--- src/rtl/vga_scanout.sv ---
// ---------------------------------------------------------------------------
// vga_scanout
//
// Last stage of the pixel pipeline. RGB332 bytes arrive from the PPU over a
// stb/ack byte handshake and are buffered in a small FIFO. The block runs
// the VGA raster counters and pops one byte per visible clock to drive the
// colour outputs, together with hsync, vsync and data-enable. At the start
// of vertical blanking it emits a one-cycle `sync` pulse so the PPU can
// restart its counters. On the same cycle the FIFO is flushed, so every
// frame starts aligned.
//
// Ports
//   clk       in   pixel clock, all logic on its rising edge
//   rst       in   synchronous, active-low reset
//   data_i    in   [7:0] pixel byte {R[2:0], G[2:0], B[1:0]}
//   stb_i     in   upstream strobe, held until ack_i is seen
//   ack_i     out  one-cycle accept pulse, the cycle after a push
//   sync      out  one-cycle frame pulse at (h=0, v=V_ACTIVE)
//   hsync     out  active-low horizontal sync
//   vsync     out  active-low vertical sync
//   de        out  data enable, high for visible pixels
//   r, g      out  [2:0] colour
//   b         out  [1:0] colour
//   underrun  out  sticky, set when a visible pixel found the FIFO empty
//
// All outputs are registered. Each output reflects the counter position
// of the previous clock.
// ---------------------------------------------------------------------------
module vga_scanout #(
    parameter int H_ACTIVE   = 640,
    parameter int H_FP       = 16,
    parameter int H_SYNC     = 96,
    parameter int H_BP       = 48,
    parameter int V_ACTIVE   = 480,
    parameter int V_FP       = 10,
    parameter int V_SYNC     = 2,
    parameter int V_BP       = 33,
    parameter int FIFO_DEPTH = 16
) (
    input  logic       clk,
    input  logic       rst,
    input  logic [7:0] data_i,
    input  logic       stb_i,
    output logic       ack_i,
    output logic       sync,
    output logic       hsync,
    output logic       vsync,
    output logic       de,
    output logic [2:0] r,
    output logic [2:0] g,
    output logic [1:0] b,
    output logic       underrun
);

    localparam int H_TOTAL = H_ACTIVE + H_FP + H_SYNC + H_BP;
    localparam int V_TOTAL = V_ACTIVE + V_FP + V_SYNC + V_BP;

    // One extra bit lets the sync-end boundary equal H_TOTAL (zero back porch).
    localparam int HW = $clog2(H_TOTAL + 1);
    localparam int VW = $clog2(V_TOTAL + 1);
    localparam int AW = $clog2(FIFO_DEPTH);
    localparam int CW = AW + 1;

    localparam logic [HW-1:0] H_LAST       = HW'(H_TOTAL - 1);
    localparam logic [HW-1:0] H_VIS_END    = HW'(H_ACTIVE);
    localparam logic [HW-1:0] H_SYNC_START = HW'(H_ACTIVE + H_FP);
    localparam logic [HW-1:0] H_SYNC_END   = HW'(H_ACTIVE + H_FP + H_SYNC);

    localparam logic [VW-1:0] V_LAST       = VW'(V_TOTAL - 1);
    localparam logic [VW-1:0] V_VIS_END    = VW'(V_ACTIVE);
    localparam logic [VW-1:0] V_SYNC_START = VW'(V_ACTIVE + V_FP);
    localparam logic [VW-1:0] V_SYNC_END   = VW'(V_ACTIVE + V_FP + V_SYNC);

    localparam logic [CW-1:0] FULL_COUNT   = CW'(FIFO_DEPTH);

    // Raster position
    logic [HW-1:0] hCount_q, hCount_d;
    logic [VW-1:0] vCount_q, vCount_d;

    // Pixel FIFO
    logic [7:0]    fifoMem_q [FIFO_DEPTH];
    logic [AW-1:0] wrPtr_q, wrPtr_d;
    logic [AW-1:0] rdPtr_q, rdPtr_d;
    logic [CW-1:0] count_q, count_d;

    // Registered outputs
    logic       ackOut_q;
    logic       syncOut_q;
    logic       hsync_q;
    logic       vsync_q;
    logic       de_q;
    logic [7:0] pixel_q;
    logic       underrun_q;

    // Decodes of the current position and FIFO state
    logic visible;
    logic flushCycle;
    logic hsyncActive;
    logic vsyncActive;
    logic fifoEmpty;
    logic fifoFull;
    logic pushEn;
    logic popEn;

    assign visible     = (hCount_q < H_VIS_END) && (vCount_q < V_VIS_END);
    assign flushCycle  = (hCount_q == '0) && (vCount_q == V_VIS_END);
    assign hsyncActive = (hCount_q >= H_SYNC_START) && (hCount_q < H_SYNC_END);
    assign vsyncActive = (vCount_q >= V_SYNC_START) && (vCount_q < V_SYNC_END);

    assign fifoEmpty   = (count_q == '0);
    assign fifoFull    = (count_q == FULL_COUNT);

    // ack_i being high blocks a second accept. This covers the cycle in
    // which the PPU has not yet dropped or advanced its strobe.
    assign pushEn      = stb_i && !ackOut_q && !fifoFull && !flushCycle;
    assign popEn       = visible && !fifoEmpty;

    // Raster counters. h wraps every line, and v advances on the h wrap.
    always_comb begin
        hCount_d = hCount_q + 1'b1;
        vCount_d = vCount_q;
        if (hCount_q == H_LAST) begin
            hCount_d = '0;
            if (vCount_q == V_LAST) begin
                vCount_d = '0;
            end else begin
                vCount_d = vCount_q + 1'b1;
            end
        end
    end

    // FIFO pointer and occupancy update. The flush cycle is never visible
    // and never accepts, so clearing everything there loses no transfer.
    always_comb begin
        wrPtr_d = wrPtr_q;
        rdPtr_d = rdPtr_q;
        count_d = count_q;
        if (pushEn) begin
            wrPtr_d = wrPtr_q + 1'b1;
        end
        if (popEn) begin
            rdPtr_d = rdPtr_q + 1'b1;
        end
        case ({pushEn, popEn})
            2'b10:   count_d = count_q + 1'b1;
            2'b01:   count_d = count_q - 1'b1;
            default: count_d = count_q;
        endcase
        if (flushCycle) begin
            wrPtr_d = '0;
            rdPtr_d = '0;
            count_d = '0;
        end
    end

    // The storage array needs no reset. The pointers and the count decide
    // which entries are valid.
    always_ff @(posedge clk) begin
        if (pushEn) begin
            fifoMem_q[wrPtr_q] <= data_i;
        end
    end

    // State and output registers. A pop reads the old head, so a byte
    // written this cycle is never shown in the same cycle.
    always_ff @(posedge clk) begin
        if (!rst) begin
            hCount_q   <= '0;
            vCount_q   <= '0;
            wrPtr_q    <= '0;
            rdPtr_q    <= '0;
            count_q    <= '0;
            ackOut_q   <= 1'b0;
            syncOut_q  <= 1'b0;
            hsync_q    <= 1'b1;
            vsync_q    <= 1'b1;
            de_q       <= 1'b0;
            pixel_q    <= 8'h00;
            underrun_q <= 1'b0;
        end else begin
            hCount_q   <= hCount_d;
            vCount_q   <= vCount_d;
            wrPtr_q    <= wrPtr_d;
            rdPtr_q    <= rdPtr_d;
            count_q    <= count_d;
            ackOut_q   <= pushEn;
            syncOut_q  <= flushCycle;
            hsync_q    <= ~hsyncActive;
            vsync_q    <= ~vsyncActive;
            de_q       <= visible;
            pixel_q    <= popEn ? fifoMem_q[rdPtr_q] : 8'h00;
            underrun_q <= underrun_q | (visible & fifoEmpty);
        end
    end

    assign ack_i    = ackOut_q;
    assign sync     = syncOut_q;
    assign hsync    = hsync_q;
    assign vsync    = vsync_q;
    assign de       = de_q;
    assign r        = pixel_q[7:5];
    assign g        = pixel_q[4:2];
    assign b        = pixel_q[1:0];
    assign underrun = underrun_q;

endmodule

--- config.mk ---
export PLATFORM = sky130hd
export DESIGN_NAME = vga_scanout
export DESIGN_NICKNAME = d
export VERILOG_FILES = /design/src/rtl/vga_scanout.sv
export SDC_FILE = /design/constraint.sdc
export NUM_CORES = 1
export LEC_CHECK = 0
export ABC_AREA = 1
export CORE_ASPECT_RATIO = 1.5
export CORE_MARGIN = 8
export CORE_UTILIZATION = 49
export CTS_CLUSTER_SIZE = 16
export DETAILED_ROUTE_END_ITERATION = 8
export GPL_TIMING_DRIVEN = 0
export PLACE_DENSITY_LB_ADDON = 0.15
export REMOVE_ABC_BUFFERS = 1
export SYNTH_ARGS = -nofsm -noshare
export SYNTH_HDL_FRONTEND = slang
export SYNTH_SLANG_ARGS = --single-unit
export TNS_END_PERCENT = 10
--- constraint.sdc ---
create_clock -name clk -period 2.34 [get_ports clk]
set_input_delay 0.351 -clock clk [delete_from_list [all_inputs] [get_ports clk]]
set_output_delay 0.351 -clock clk [all_outputs]
set_load 0.1 [all_outputs]
### Sequential cells coloured by netlist name

Scale: 3 px per um.
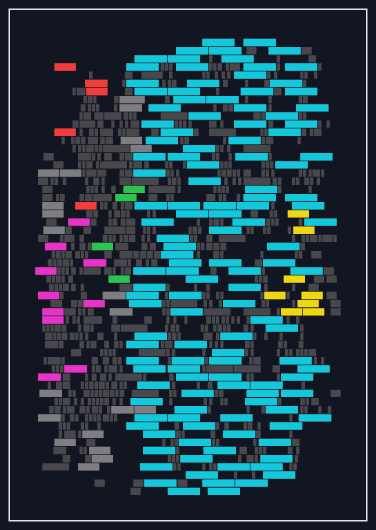
| signal | colour | placed flops |
|---|---|---|
| count_q | red | 5 |
| fifoMem_q | cyan | 128 |
| pixel_q | yellow | 8 |
| wrPtr_q | green | 4 |
| hCount_q | magenta | 10 |

### Routing congestion

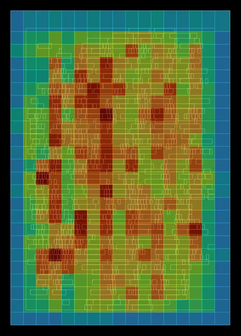
met1 usage: 18.2%
met2 Use GR: 33.5%

### Met2 routing

Scale: 1.5 px per um.
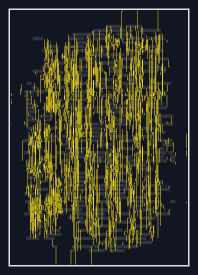
share of all routed wire: 55%
wire length on this layer: 9770 um
longest straight run: 80.9 um

### Layout detail

Region (39, 99) to (79, 139) um. Cells in grey, sequential cells in the stronger grey; small squares are vias.
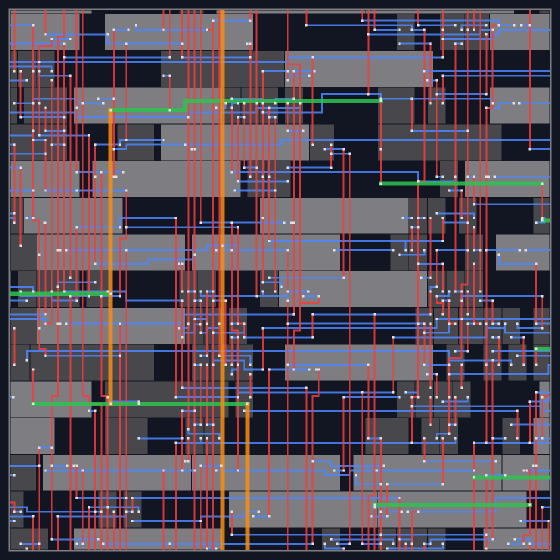
| layer | colour |
|---|---|
| metal 4 | orange |
| metal 2 | red |
| metal 3 | green |
| metal 1 | blue |
most frequent: nand2_1 (45), edfxtp_1 (18), nand3_1 (6)
netlist names of flops here include: fifoMem_q (18), rdPtr_q (3)
sequential cells in the window: 22
cells with their middle in the window: 96

==> out/metrics.yaml <==
hp-start: "hCount_q[0]$_SDFF_PP0_"
cp-end-kind: "register"
crit_path_start: "vCount_q[1]$_SDFFE_PN0P_"
inv_count: 71
p_sw_uw: 3620
drc: 0
largest_cell_class: "flip-flops and latches"
drtIter0Drc: 355
chipArea_um2: 20200
busiest_layer: "met2"
p_clk_uw: 2520
finalNonFillerCells: 1060
fin_ws_ns: 0.0440
largest_reg_flops: 128
whs_path_depth: 1
postLayoutCoreUtil_pct: 57.0
grt_overflow: 0
critPathCapture: "count_q[4]$_SDFFE_PP0P_"
pwr-share-clk_pct: 26.4
status: "completed"
p_leak_uw: 0.00343
core-area_um2: 15600
comb_cells: 540
met1_length_um: 6820
die_w_um: 119
grt_pass1_wl_um: 27600
io_buffers: 24
drive_above_1_share_pct: 13.5
stdcell_area_um2: 8860
No activity file was given, so power comes from the tool's default toggle rates.
